===== src/rtl/multicycle_pkg.sv =====
// multicycle_pkg: state enum, opcode constants and datapath select encodings for multicycle_control
package multicycle_pkg;
  typedef enum logic [3:0] {
    S_IDLE, S_FETCH, S_DECODE, S_EXEC_R, S_EXEC_I, S_EXEC_BR, S_EXEC_J,
    S_MEM_ADDR, S_MEM_RD, S_MEM_WR, S_WB_ALU, S_WB_MEM, S_ILLEGAL
  } state_e;
  localparam logic [2:0] OP_3R  = 3'b000;
  localparam logic [2:0] OP_BR  = 3'b001;
  localparam logic [2:0] OP_RI  = 3'b010;
  localparam logic [2:0] OP_L   = 3'b011;
  localparam logic [2:0] OP_J   = 3'b100;
  localparam logic [2:0] OP_S   = 3'b101;
  localparam logic [2:0] OP_I   = 3'b110;
  localparam logic [2:0] OP_ILL = 3'b111;
  localparam logic [1:0] ALU_ADD    = 2'b00;
  localparam logic [1:0] ALU_SUB    = 2'b01;
  localparam logic [1:0] ALU_FUNCT  = 2'b10;
  localparam logic [1:0] ALU_PASS_B = 2'b11;
  localparam logic [1:0] SRC_B_REG    = 2'b00;
  localparam logic [1:0] SRC_B_CONST2 = 2'b01;
  localparam logic [1:0] SRC_B_IMM    = 2'b10;
  localparam logic [1:0] PC_SRC_ALU    = 2'b00;
  localparam logic [1:0] PC_SRC_ALUOUT = 2'b01;
  localparam logic [1:0] PC_SRC_JUMP   = 2'b10;
endpackage


===== src/rtl/ctrl_perf_counter.sv =====
// ctrl_perf_counter: wrapping 16-bit cycle and retired-instruction counters
module ctrl_perf_counter (
  input  logic        clk,
  input  logic        rst,
  input  logic        instr_inc_i,
  output logic [15:0] cycle_count_o,
  output logic [15:0] instr_count_o
);
  logic [15:0] cycle_q, cycle_d, instr_q, instr_d;
  assign cycle_d = cycle_q + 16'd1;
  assign instr_d = instr_inc_i ? instr_q + 16'd1 : instr_q;
  always_ff @(posedge clk) begin
    if (rst) begin
      cycle_q <= '0;
      instr_q <= '0;
    end else begin
      cycle_q <= cycle_d;
      instr_q <= instr_d;
    end
  end
  assign cycle_count_o = cycle_q;
  assign instr_count_o = instr_q;
endmodule


===== src/rtl/multicycle_control.sv =====
// multicycle_control: fetch/decode/execute/memory/write-back sequencer for the 16-bit processor
// MULTICYCLE_PERF_CNT_EN adds cycle and instruction counter outputs.
module multicycle_control
  import multicycle_pkg::*;
(
  input  logic        CLK,
  input  logic        RST,
  input  logic [15:0] input_instr,
  input  logic        input_mem_ready,
  input  logic        input_zero,
  output logic [2:0]  output_reg_readA_address,
  output logic [2:0]  output_reg_readB_address,
  output logic        output_reg_write,
  output logic [2:0]  output_reg_write_address,
  output logic        output_memToReg,
  output logic        output_branch,
  output logic        output_pc_write,
  output logic        output_ir_write,
  output logic        output_mem_read,
  output logic        output_mem_write,
  output logic        output_iord,
  output logic        output_alu_src_a,
  output logic [1:0]  output_alu_src_b,
  output logic [1:0]  output_alu_op,
  output logic [1:0]  output_pc_source,
  output logic        output_illegal
`ifdef MULTICYCLE_PERF_CNT_EN
  ,
  output logic [15:0] output_cycle_count,
  output logic [15:0] output_instr_count
`endif
);
  state_e state_q, state_d;
  logic [15:0] ir_q, ir_d;
  logic [2:0] opc, rd, rs1, rs2;
  logic unused_funct;
  assign opc = ir_q[2:0];
  assign rd  = ir_q[5:3];
  assign rs1 = ir_q[8:6];
  assign rs2 = ir_q[11:9];
  // FUNCT bits feed the ALU decoder in the datapath, not this controller
  assign unused_funct = ^ir_q[15:12];
  always_ff @(posedge CLK) begin
    if (RST) begin
      state_q <= S_IDLE;
      ir_q    <= '0;
    end else begin
      state_q <= state_d;
      ir_q    <= ir_d;
    end
  end
  always_comb begin
    state_d = state_q;
    output_reg_write = 1'b0;
    output_reg_write_address = '0;
    output_memToReg = 1'b0;
    output_branch = 1'b0;
    output_pc_write = 1'b0;
    output_ir_write = 1'b0;
    output_mem_read = 1'b0;
    output_mem_write = 1'b0;
    output_iord = 1'b0;
    output_alu_src_a = 1'b0;
    output_alu_src_b = SRC_B_REG;
    output_alu_op = ALU_ADD;
    output_pc_source = PC_SRC_ALU;
    output_illegal = 1'b0;
    case (state_q)
      S_IDLE: state_d = S_FETCH;
      S_FETCH: begin
        output_mem_read = 1'b1;
        output_alu_src_b = SRC_B_CONST2;
        output_ir_write = input_mem_ready;
        output_pc_write = input_mem_ready;
        state_d = input_mem_ready ? S_DECODE : S_FETCH;
      end
      S_DECODE: begin
        output_alu_src_b = SRC_B_IMM;
        case (opc)
          OP_3R:       state_d = S_EXEC_R;
          OP_BR:       state_d = S_EXEC_BR;
          OP_RI, OP_L: state_d = S_EXEC_I;
          OP_J:        state_d = S_EXEC_J;
          OP_S, OP_I:  state_d = S_MEM_ADDR;
          default:     state_d = S_ILLEGAL;
        endcase
      end
      S_EXEC_R: begin
        output_alu_src_a = 1'b1;
        output_alu_op = ALU_FUNCT;
        state_d = S_WB_ALU;
      end
      S_EXEC_I: begin
        output_alu_src_a = 1'b1;
        output_alu_src_b = SRC_B_IMM;
        output_alu_op = (opc == OP_L) ? ALU_PASS_B : ALU_ADD;
        state_d = S_WB_ALU;
      end
      S_EXEC_BR: begin
        output_branch = 1'b1;
        output_alu_src_a = 1'b1;
        output_alu_op = ALU_SUB;
        output_pc_source = PC_SRC_ALUOUT;
        output_pc_write = input_zero;
        state_d = S_FETCH;
      end
      S_EXEC_J: begin
        output_pc_source = PC_SRC_JUMP;
        output_pc_write = 1'b1;
        state_d = S_FETCH;
      end
      S_MEM_ADDR: begin
        output_alu_src_a = 1'b1;
        output_alu_src_b = SRC_B_IMM;
        state_d = (opc == OP_I) ? S_MEM_RD : S_MEM_WR;
      end
      S_MEM_RD: begin
        output_mem_read = 1'b1;
        output_iord = 1'b1;
        state_d = input_mem_ready ? S_WB_MEM : S_MEM_RD;
      end
      S_MEM_WR: begin
        output_mem_write = 1'b1;
        output_iord = 1'b1;
        state_d = input_mem_ready ? S_FETCH : S_MEM_WR;
      end
      S_WB_ALU: begin
        output_reg_write = 1'b1;
        output_reg_write_address = rd;
        state_d = S_FETCH;
      end
      S_WB_MEM: begin
        output_reg_write = 1'b1;
        output_reg_write_address = rd;
        output_memToReg = 1'b1;
        state_d = S_FETCH;
      end
      S_ILLEGAL: output_illegal = 1'b1;
      default: state_d = S_IDLE;
    endcase
    output_reg_readA_address = (state_q == S_IDLE) ? 3'd0 : rs1;
    output_reg_readB_address = (state_q == S_IDLE) ? 3'd0 : output_branch ? rd : rs2;
    ir_d = output_ir_write ? input_instr : ir_q;
  end
`ifdef MULTICYCLE_PERF_CNT_EN
  logic instr_inc;
  // an instruction retires whenever control returns to FETCH from a later phase
  assign instr_inc = (state_d == S_FETCH) && (state_q != S_IDLE) && (state_q != S_FETCH);
  ctrl_perf_counter u_perf (
    .clk           (CLK),
    .rst           (RST),
    .instr_inc_i   (instr_inc),
    .cycle_count_o (output_cycle_count),
    .instr_count_o (output_instr_count)
  );
`endif
endmodule


===== config.mk =====
export PLATFORM = sky130hd
export DESIGN_NAME = multicycle_control
export DESIGN_NICKNAME = d
export VERILOG_FILES = /design/src/rtl/multicycle_pkg.sv /design/src/rtl/ctrl_perf_counter.sv /design/src/rtl/multicycle_control.sv
export SDC_FILE = /design/constraint.sdc
export NUM_CORES = 1
export LEC_CHECK = 0
export CAP_MARGIN = 15
export CORE_AREA = 2 2 54 56
export CTS_CLUSTER_DIAMETER = 30
export DETAILED_ROUTE_END_ITERATION = 7
export DIE_AREA = 0 0 56 58
export HOLD_SLACK_MARGIN = 0.06
export PLACE_DENSITY = 0.73
export SYNTH_ARGS = -nofsm -noshare
export SYNTH_HDL_FRONTEND = slang
export SYNTH_SLANG_ARGS = --single-unit

===== constraint.sdc =====
create_clock -name CLK -period 2.95 [get_ports CLK]
set_input_delay 0.295 -clock CLK [delete_from_list [all_inputs] [get_ports CLK]]
set_output_delay 0.295 -clock CLK [all_outputs]
set_load 0.01 [all_outputs]

==> images/floorplan.png <==
Bar = 20 um. Pins as bars on the die edge.
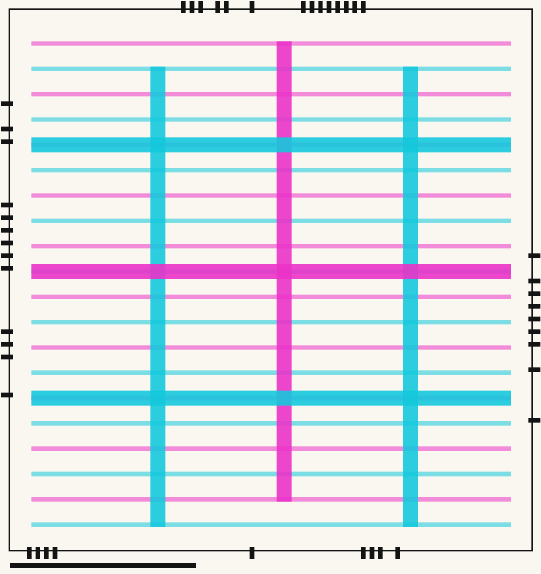
colour	net
cyan	VSS
magenta	VDD
signal pins	45
met1 rails	20
met5 straps	3
met4 straps	3
rows	19

==> images/m2.png <==
Bar = 20 um.
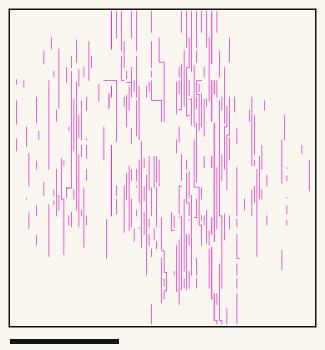
share of all routed wire	49%
longest straight run	23.5 um
nets with wire on the layer	162
wire length on this layer	1240 um
main direction	vertical

==> images/m3.png <==
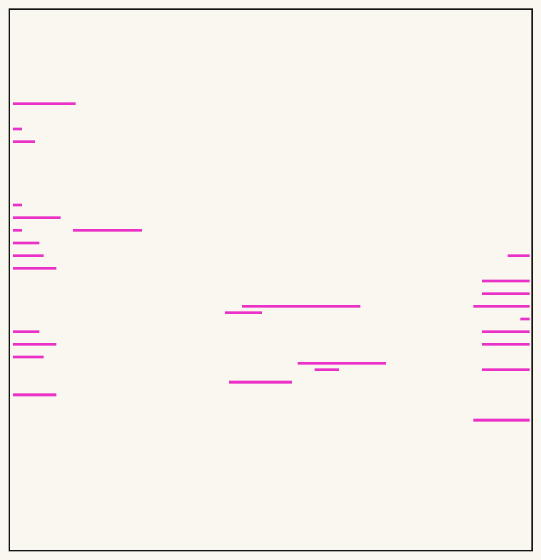
nets with wire on the layer	27
wire length on this layer	119 um
longest straight run	12.4 um
via count: 1115
WL final: 2544 um

==> summary.txt <==
Status - completed
Routed vias/inst - 5.235
Ys async rst share - 0
Largest net degree at the start of global routing - 21
Synth area leaders - dfxtp_1, nand2_1, a21oi_1
Antenna-violating nets left - 0
Crit path from - state_q[1]
Fmax - 387.4 MHz
Post-synth top cells - nand2_1, a21oi_1, dfxtp_1, nor2_1
Global placement routability congestion - 0.8029
Met2 routed WL - 1235 um
VDD IR max - 0.0003043 V
Min-Delay Path Class - register to register
# setup viols final - 0
Die X - 56 um
Cell Type Count - 34
Slew Viols, Final - 0
Vias in the first global route - 1009
Layout cells sized above 1 - 0.07143
Post-Syn Area - 1038 um^2
Register clock-pin slew on the reported worst setup and hold paths - 0.09 ns
Yosys chip area - 1038 um^2
Worst r2r src - state_q[2]
Port-buffer cells - 40
Sequential cell area - 320.3 um^2
Top-area cell share - 0.3084
# fillers - 279
Avg Inst Size Synth - 7.065 um^2
CP endpoint kind - output pin
Setup TNS - 0 ns
Leakage power total - 0.5347 nW
DR WL met3 - 119 um
Slowest Stage Delay on Critical Path - 0.70 ns
OpenROAD warning count - 30
Unrepaired setup endpoints after global routing - false
Met1 Wirelength - 1175 um
Critical-path cell list - nand2b_1 -> nor2_1 -> a22o_1 -> a22o_1 -> clkdlybuf4s50_1
Dominant cell type by count on the critical path - a22o_1
Die Y - 58 um
EDFF count, synth - 0
Total Nets Final - 203
Row count - 19
Worst Path Arrival - 2.29 ns
WL/cell - 11.94 um
==> images/layers.png <==
Bar = 20 um. Only two layers are drawn.
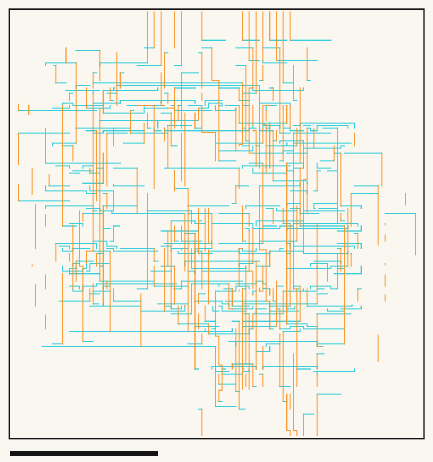
colour	layer	wire length
cyan	M1	1180 um
orange	M2	1240 um

==> images/clock_nets.png <==
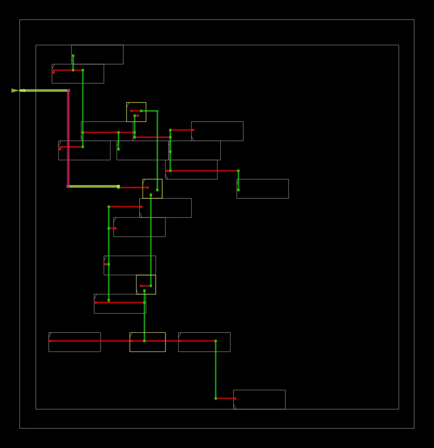
Skew-Pair Late Insertion Delay: 0.28 ns
clk sinks: 16
CTS buffer count: 3
Seq Cell Count: 16
Clock Skew: 0.001530 ns

power by group:
group | switching (W) | leakage (nW) | internal [W] | total [W]
Clock | 0.0000650 | 0.0210 | 0.0000750 | 0.000140
Sequential | 0.0000290 | 0.130 | 0.000235 | 0.000264
Combinational | 0.000113 | 0.383 | 0.000119 | 0.000232
Total | 0.000207 | 0.535 | 0.000428 | 0.000635
cells by family (layout without fill, tap and decap cells):
family,after synthesis,in the layout,synth area share
AOI/OAI and AO/OA,40,40,0.2470
xor gates and xnor gates,2,2,0.01687
adders and majority gates,1,1,0.01084
buffers and inverters,16,51,0.07951
DFF,16,16,0.3084
muxes,1,1,0.01445
and+or+nand+nor,71,71,0.3229
worst paths after layout:
kind	to	slack, ns	cells past startpoint
max	output_reg_readB_address[1]	0.37	5
min	ir_q[8]	0.46	2
max reg2reg	state_q[0]	1.36	4
min reg2reg	ir_q[8]	0.46	2
registers in the layout (all words and copies together) (netlist names):
| register | flops |
|---|---|
| state_q | 4 |
| ir_q | 12 |
layout make-up:
| cell class | instances | area share |
|---|---|---|
| flip-flops and latches | 16 | 0.2181 |
| clock buffers | 4 | 0.02470 |
| repair buffers | 43 | 0.2879 |
| inverters | 4 | 0.01022 |
| well taps | 31 | 0.02641 |
| multi-input cells | 115 | 0.4327 |
placed cells by master (no fill, tap or decap), types with 2 or more instances in the layout:
cell type and instances:
nor2b_1 5, clkdlybuf4s50_1 40, nor2_1 14, a21oi_1 20, dfxtp_1 16, clkbuf_4 3
nand2b_1 3, nand2_1 31, and2_1 5, a22oi_1 2, nand3_1 3, nor3_1 2
and3_1 4, o21ai_0 5, a22o_1 6, inv_1 3, buf_4 3, xnor2_1 2
stage by stage:
| stage | cells | setup slack (ns) |
|---|---|---|
| after floorplan | 147 | 1.497 |
| after global placement | 209 | 0.6949 |
| after detailed placement | 209 | 0.6784 |
| after CTS | 213 | 0.3552 |
| after global routing | 213 | 0.1937 |
| final | 213 | 0.3690 |
metal layers:
metal | global-route usage | up-vias
met3 | 0.01563 | 2
met1 | 0.2000 | 508
li1 | - | 573
met5 | 0 | -
met2 | 0.2739 | 32
met4 | 0.06803 | 0
critical path: cells and delay by family (launching register included):
kind	cells	cell delay, ns
AND-OR/OR-AND	2	0.42
buffers and inverters	1	0.47
flip-flops	1	0.70
AND/OR/NAND/NOR	2	0.41
No activity file was given, so power comes from the tool's default toggle rates.
